<file path="config.mk">
export PLATFORM = sky130hd
export DESIGN_NAME = memoria_dados_param_flat
export DESIGN_NICKNAME = d
export VERILOG_FILES = /design/src/rtl/memoria_dados_param_if.sv /design/src/rtl/memoria_dados_param.sv /design/src/flat_wrapper.sv
export SDC_FILE = /design/constraint.sdc
export NUM_CORES = 1
export LEC_CHECK = 0
export CORE_MARGIN = 2
export CORE_UTILIZATION = 40
export DETAILED_ROUTE_END_ITERATION = 10
export GPL_TIMING_DRIVEN = 0
export PLACE_DENSITY = 0.55
export SYNTH_ARGS = -nofsm -noshare
export SYNTH_HDL_FRONTEND = slang
export SYNTH_SLANG_ARGS = --single-unit
</file>
<file path="constraint.sdc">
create_clock -name Clock -period 3.6 [get_ports Clock]
set_clock_uncertainty 0.15 [all_clocks]
set_input_delay 0.72 -clock Clock [delete_from_list [all_inputs] [get_ports Clock]]
set_output_delay 0.72 -clock Clock [all_outputs]
set_load 0.02 [all_outputs]
</file>
<file path="src/rtl/memoria_dados_param_if.sv">
// Access bus of the parametrised data memory.
// The control unit drives requests on the master side; the memory answers on the slave side.
interface memoria_dados_param_if #(
  parameter int DATA_WIDTH = 16,
  parameter int ADDR_WIDTH = 4
);
  logic                      Clear;
  logic                      En;
  logic                      wren;
  logic [DATA_WIDTH/8-1:0]   ByteEn;
  logic [ADDR_WIDTH-1:0]     Address;
  logic [DATA_WIDTH-1:0]     Din;
  logic [DATA_WIDTH-1:0]     Q;
  logic                      Valid;
  logic                      Ready;

  modport master (
    output Clear, En, wren, ByteEn, Address, Din,
    input  Q, Valid, Ready
  );

  modport slave (
    input  Clear, En, wren, ByteEn, Address, Din,
    output Q, Valid, Ready
  );
endinterface

</file>
<file path="src/rtl/memoria_dados_param.sv">
// Parametrised single-port data memory with per-byte write enables,
// a registered read/write-through output and a sequential fill engine
// that writes INIT_VALUE to every word after reset or on Clear.
module memoria_dados_param #(
  parameter int                    DATA_WIDTH = 16,
  parameter int                    ADDR_WIDTH = 4,
  parameter logic [DATA_WIDTH-1:0] INIT_VALUE = DATA_WIDTH'(32'd7)
) (
  input  logic                  Clock,
  input  logic                  Reset,
  memoria_dados_param_if.slave  bus
);

  localparam int                    LANES     = DATA_WIDTH / 8;
  localparam int                    DEPTH     = 2 ** ADDR_WIDTH;
  localparam logic [ADDR_WIDTH-1:0] LAST_ADDR = {ADDR_WIDTH{1'b1}};
  localparam logic [ADDR_WIDTH-1:0] ADDR_ZERO = {ADDR_WIDTH{1'b0}};
  localparam logic [ADDR_WIDTH-1:0] ADDR_ONE  = ADDR_WIDTH'(32'd1);

  typedef enum logic [0:0] {
    ST_INIT = 1'b0,
    ST_RUN  = 1'b1
  } state_t;

  state_t                  state_q, state_d;
  logic [ADDR_WIDTH-1:0]   init_addr_q, init_addr_d;
  logic [DATA_WIDTH-1:0]   q_q, q_d;
  logic                    valid_q, valid_d;
  logic                    ready_q, ready_d;

  logic [DATA_WIDTH-1:0]   mem_q [DEPTH];

  logic                    mem_we_s;
  logic [ADDR_WIDTH-1:0]   mem_addr_s;
  logic [DATA_WIDTH-1:0]   mem_wdata_s;
  logic [DATA_WIDTH-1:0]   old_word_s;
  logic [DATA_WIDTH-1:0]   merged_word_s;

  // Replace the lanes selected by be with the matching lanes of din.
  function automatic logic [DATA_WIDTH-1:0] merge_lanes(
    input logic [DATA_WIDTH-1:0] old_word,
    input logic [DATA_WIDTH-1:0] din,
    input logic [LANES-1:0]      be
  );
    logic [DATA_WIDTH-1:0] w;
    w = old_word;
    for (int k = 0; k < LANES; k++) begin
      if (be[k]) begin
        w[8*k +: 8] = din[8*k +: 8];
      end else begin
        w[8*k +: 8] = old_word[8*k +: 8];
      end
    end
    return w;
  endfunction

  assign old_word_s    = mem_q[bus.Address];
  assign merged_word_s = merge_lanes(old_word_s, bus.Din, bus.ByteEn);

  // Next-state, output and array-write decode for the INIT/RUN controller.
  always_comb begin
    state_d     = state_q;
    init_addr_d = init_addr_q;
    q_d         = q_q;
    valid_d     = 1'b0;
    ready_d     = ready_q;
    mem_we_s    = 1'b0;
    mem_addr_s  = bus.Address;
    mem_wdata_s = merged_word_s;

    case (state_q)
      ST_INIT: begin
        if (bus.Clear) begin
          // Restart the sweep; nothing is written on this edge.
          init_addr_d = ADDR_ZERO;
        end else begin
          mem_we_s    = ~Reset;
          mem_addr_s  = init_addr_q;
          mem_wdata_s = INIT_VALUE;
          init_addr_d = init_addr_q + ADDR_ONE;
          if (init_addr_q == LAST_ADDR) begin
            state_d = ST_RUN;
            ready_d = 1'b1;
          end else begin
            state_d = ST_INIT;
          end
        end
      end
      ST_RUN: begin
        if (bus.Clear) begin
          // Clear beats a simultaneous access: the request is dropped.
          state_d     = ST_INIT;
          init_addr_d = ADDR_ZERO;
          ready_d     = 1'b0;
        end else if (bus.En) begin
          valid_d = 1'b1;
          if (bus.wren) begin
            mem_we_s = (|bus.ByteEn) & ~Reset;
            q_d      = merged_word_s;
          end else begin
            q_d = old_word_s;
          end
        end else begin
          valid_d = 1'b0;
        end
      end
      default: begin
        state_d     = ST_INIT;
        init_addr_d = ADDR_ZERO;
        ready_d     = 1'b0;
      end
    endcase
  end

  // Controller and output registers; reset returns outputs to idle at once.
  always_ff @(posedge Clock or posedge Reset) begin
    if (Reset) begin
      state_q     <= ST_INIT;
      init_addr_q <= ADDR_ZERO;
      q_q         <= {DATA_WIDTH{1'b0}};
      valid_q     <= 1'b0;
      ready_q     <= 1'b0;
    end else begin
      state_q     <= state_d;
      init_addr_q <= init_addr_d;
      q_q         <= q_d;
      valid_q     <= valid_d;
      ready_q     <= ready_d;
    end
  end

  // Storage array; deliberately not reset, the sweep provides known contents.
  always_ff @(posedge Clock) begin
    if (mem_we_s) begin
      mem_q[mem_addr_s] <= mem_wdata_s;
    end
  end

  assign bus.Q     = q_q;
  assign bus.Valid = valid_q;
  assign bus.Ready = ready_q;

endmodule

</file>
<file path="src/flat_wrapper.sv">
// flat-port wrapper written by rule: the top's interface ports become plain ports
module memoria_dados_param_flat 
#(
  parameter int                    DATA_WIDTH = 16,
  parameter int                    ADDR_WIDTH = 4,
  parameter logic [DATA_WIDTH-1:0] INIT_VALUE = DATA_WIDTH'(32'd7)
)
  (Clock, Reset, bus_Clear, bus_En, bus_wren, bus_ByteEn, bus_Address, bus_Din, bus_Q, bus_Valid, bus_Ready);
  memoria_dados_param_if #(.DATA_WIDTH(DATA_WIDTH), .ADDR_WIDTH(ADDR_WIDTH)) bus_i ();
  input  logic Clock;
  input  logic Reset;
  input wire logic [$bits(bus_i.Clear)-1:0] bus_Clear;
  input wire logic [$bits(bus_i.En)-1:0] bus_En;
  input wire logic [$bits(bus_i.wren)-1:0] bus_wren;
  input wire logic [$bits(bus_i.ByteEn)-1:0] bus_ByteEn;
  input wire logic [$bits(bus_i.Address)-1:0] bus_Address;
  input wire logic [$bits(bus_i.Din)-1:0] bus_Din;
  output wire logic [$bits(bus_i.Q)-1:0] bus_Q;
  output wire logic [$bits(bus_i.Valid)-1:0] bus_Valid;
  output wire logic [$bits(bus_i.Ready)-1:0] bus_Ready;
  assign bus_i.Clear = bus_Clear;
  assign bus_i.En = bus_En;
  assign bus_i.wren = bus_wren;
  assign bus_i.ByteEn = bus_ByteEn;
  assign bus_i.Address = bus_Address;
  assign bus_i.Din = bus_Din;
  assign bus_Q = bus_i.Q;
  assign bus_Valid = bus_i.Valid;
  assign bus_Ready = bus_i.Ready;
  memoria_dados_param #(.DATA_WIDTH(DATA_WIDTH), .ADDR_WIDTH(ADDR_WIDTH), .INIT_VALUE(INIT_VALUE)) u_core (.Clock(Clock), .Reset(Reset), .bus(bus_i));
endmodule
</file>
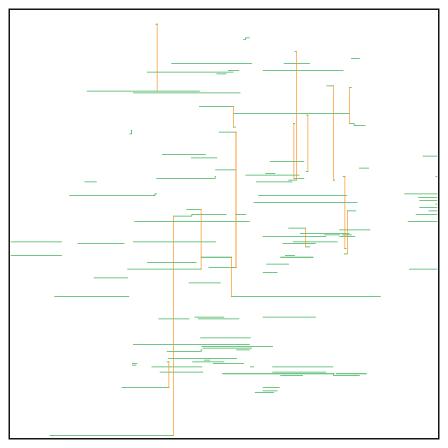
**Above:** signal wires by layer.
Two of the layers only.
M3: drawn in green, wire length 1600 um. M4: drawn in orange, wire length 425 um.

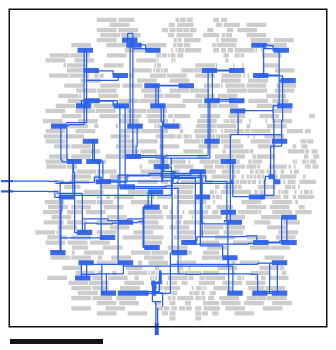
**Above:** port wiring.
The bar under the picture is 50 um long.
bus_Address: drawn in blue, bits 4, direction input, end cells 70, buffers 16, wire 3100 um.

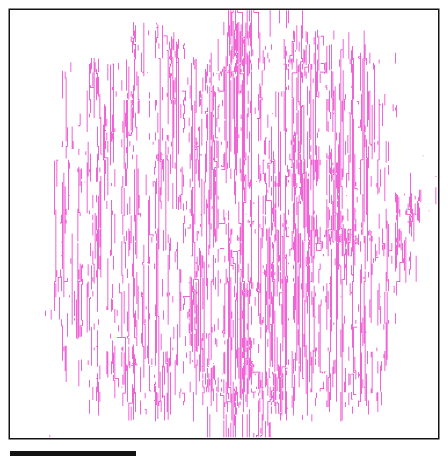
**Above:** metal 2.
The bar under the picture is 50 um long.
625 nets have wire on it. The wires run mostly vertical.

==> notes.org <==
#+TITLE: Synthesis and PnR summary

** Status
- Run status :: completed

** Global route
- Summed over all layers, the global routing overflow is 0.
- Pin count of the biggest net entering global routing :: 24
- GR Util All Layers :: 19.24%
- The initial antenna violation count is 0.

** Detailed routing
- The wire length recorded after detailed routing is 26920 um.
- For this run, the detailed router reports a per-instance via density of 5.863.
- The iteration count recorded for the first detailed-route pass is 6.
- Signal routing reaches up to met4.
- The violation tally recorded at the end of detailed-routing iteration 0 is 564.

** Worst hold path
- Number of cells on the worst hold path :: 1

** Floorplanning
- Well Taps :: 341
- The die is 169.9 um tall.
- Site row count :: 60

** Setup path
- The timing report attributes the biggest portion of critical-path delay to buffers and inverters.
- The capture point of the worst register-to-register path is recorded as u_core.mem_q[13][13]$_DFFE_PP_.
- Crit. Startpoint :: bus_Address[2]
- Startpoint type of the worst setup path :: primary input
- Cell-by-cell listing of the critical path :: clkdlybuf4s50_1, nor2_1, clkbuf_1, a21oi_1, nor2_2, buf_8
- For the worst reg-to-reg path, the startpoint reported by OpenROAD is u_core.state_q$_DFF_PP0_.
- The longest incremental delay of any stage on the critical path is reported as 0.69 ns.

** Clock network
- Buffers inserted to repair hold after CTS numbered 0.
- TritonCTS clock tree :: built
- Counting every sink on the clock net gives 279.
- Post-cts repair resize count :: 0
- After clock tree synthesis, the setup repair step added 0 buffers.

** Layout
- Antenna fix cells :: 0
- Storage element area :: 0.008263 mm2
- Leaving out fill and tap cells, the most frequent cells in the layout are sky130_fd_sc_hd__edfxtp_1, sky130_fd_sc_hd__mux4_2, sky130_fd_sc_hd__clkdlybuf4s50_1, sky130_fd_sc_hd__nand2_1, sky130_fd_sc_hd__clkbuf_16.
- Fill cells in the final layout number 2182.
- Layout Cells excl Fill :: 1009

** Yosys
- The post-synth count of flops with an enable pin is 256.
- The synthesized netlist occupies a cell area of 0.01101 mm2.
- Summing the sequential cell areas from Yosys gives 75.08% of the chip area.
- Cell type with the largest total area :: sky130_fd_sc_hd__edfxtp_1
- For this run, asynchronously set or reset flops after synthesis account for 8.244%.
- The synthesized instance count is 558.
- For this design, Yosys synthesis ends with a cell count of 558.
- For reference, the post-synthesis area per instance comes to 19.72 um2.

** Pwr
- IR analysis of the VDD net gives a maximum drop of 277.8 uV.
- The group that draws the most power in this run is registers.
- Gate power share :: 6.5%
- Internal power comes to 0.005505 W.
- The script extracted a total leakage power of 4.380 nW.

** Final timing
- After layout, the worst setup slack is 0.01233 ns.
- The end-of-flow timing check tallies setup violations at 0.
- Worst slew margin relative to its limit :: 10.31%
- Transition at the pin with the smallest max-transition slack :: 1.345 ns
- Pins over their slew limit in the final report were tallied at 0.

** Place
- Per the placement log, port buffering inserted 42 buffers.
-- kinds of logic (layout without fill, tap and decap cells) --
family / after synthesis / after routing / synth area share, %
buf+inv: 36 / 146 / 1.637
flops: 279 / 279 / 75.08
mux: 67 / 67 / 13.37
xor+xnor: 3 / 3 / 0.2388
fa+ha+maj: 1 / 1 / 0.1137
compound gates: 69 / 69 / 5.162
simple gates: 103 / 103 / 4.400
-- metrics by stage --
step / instance area [um2] / TNS [ns] / hold slack, ns / util [%]
after floorplan: 11010 / 0 / 0.3871 / -
after global placement: 11850 / -344.13 / 0.3544 / 43.98
after detailed placement: 12180 / -161.35 / 0.3578 / 45.20
after CTS: 13120 / 0 / 0.3781 / 48.69
after global routing: 13130 / -3.327 / 0.3961 / 48.71
final: 13130 / 0 / 0.3720 / 48.71
Power and IR drop assume default switching activity.
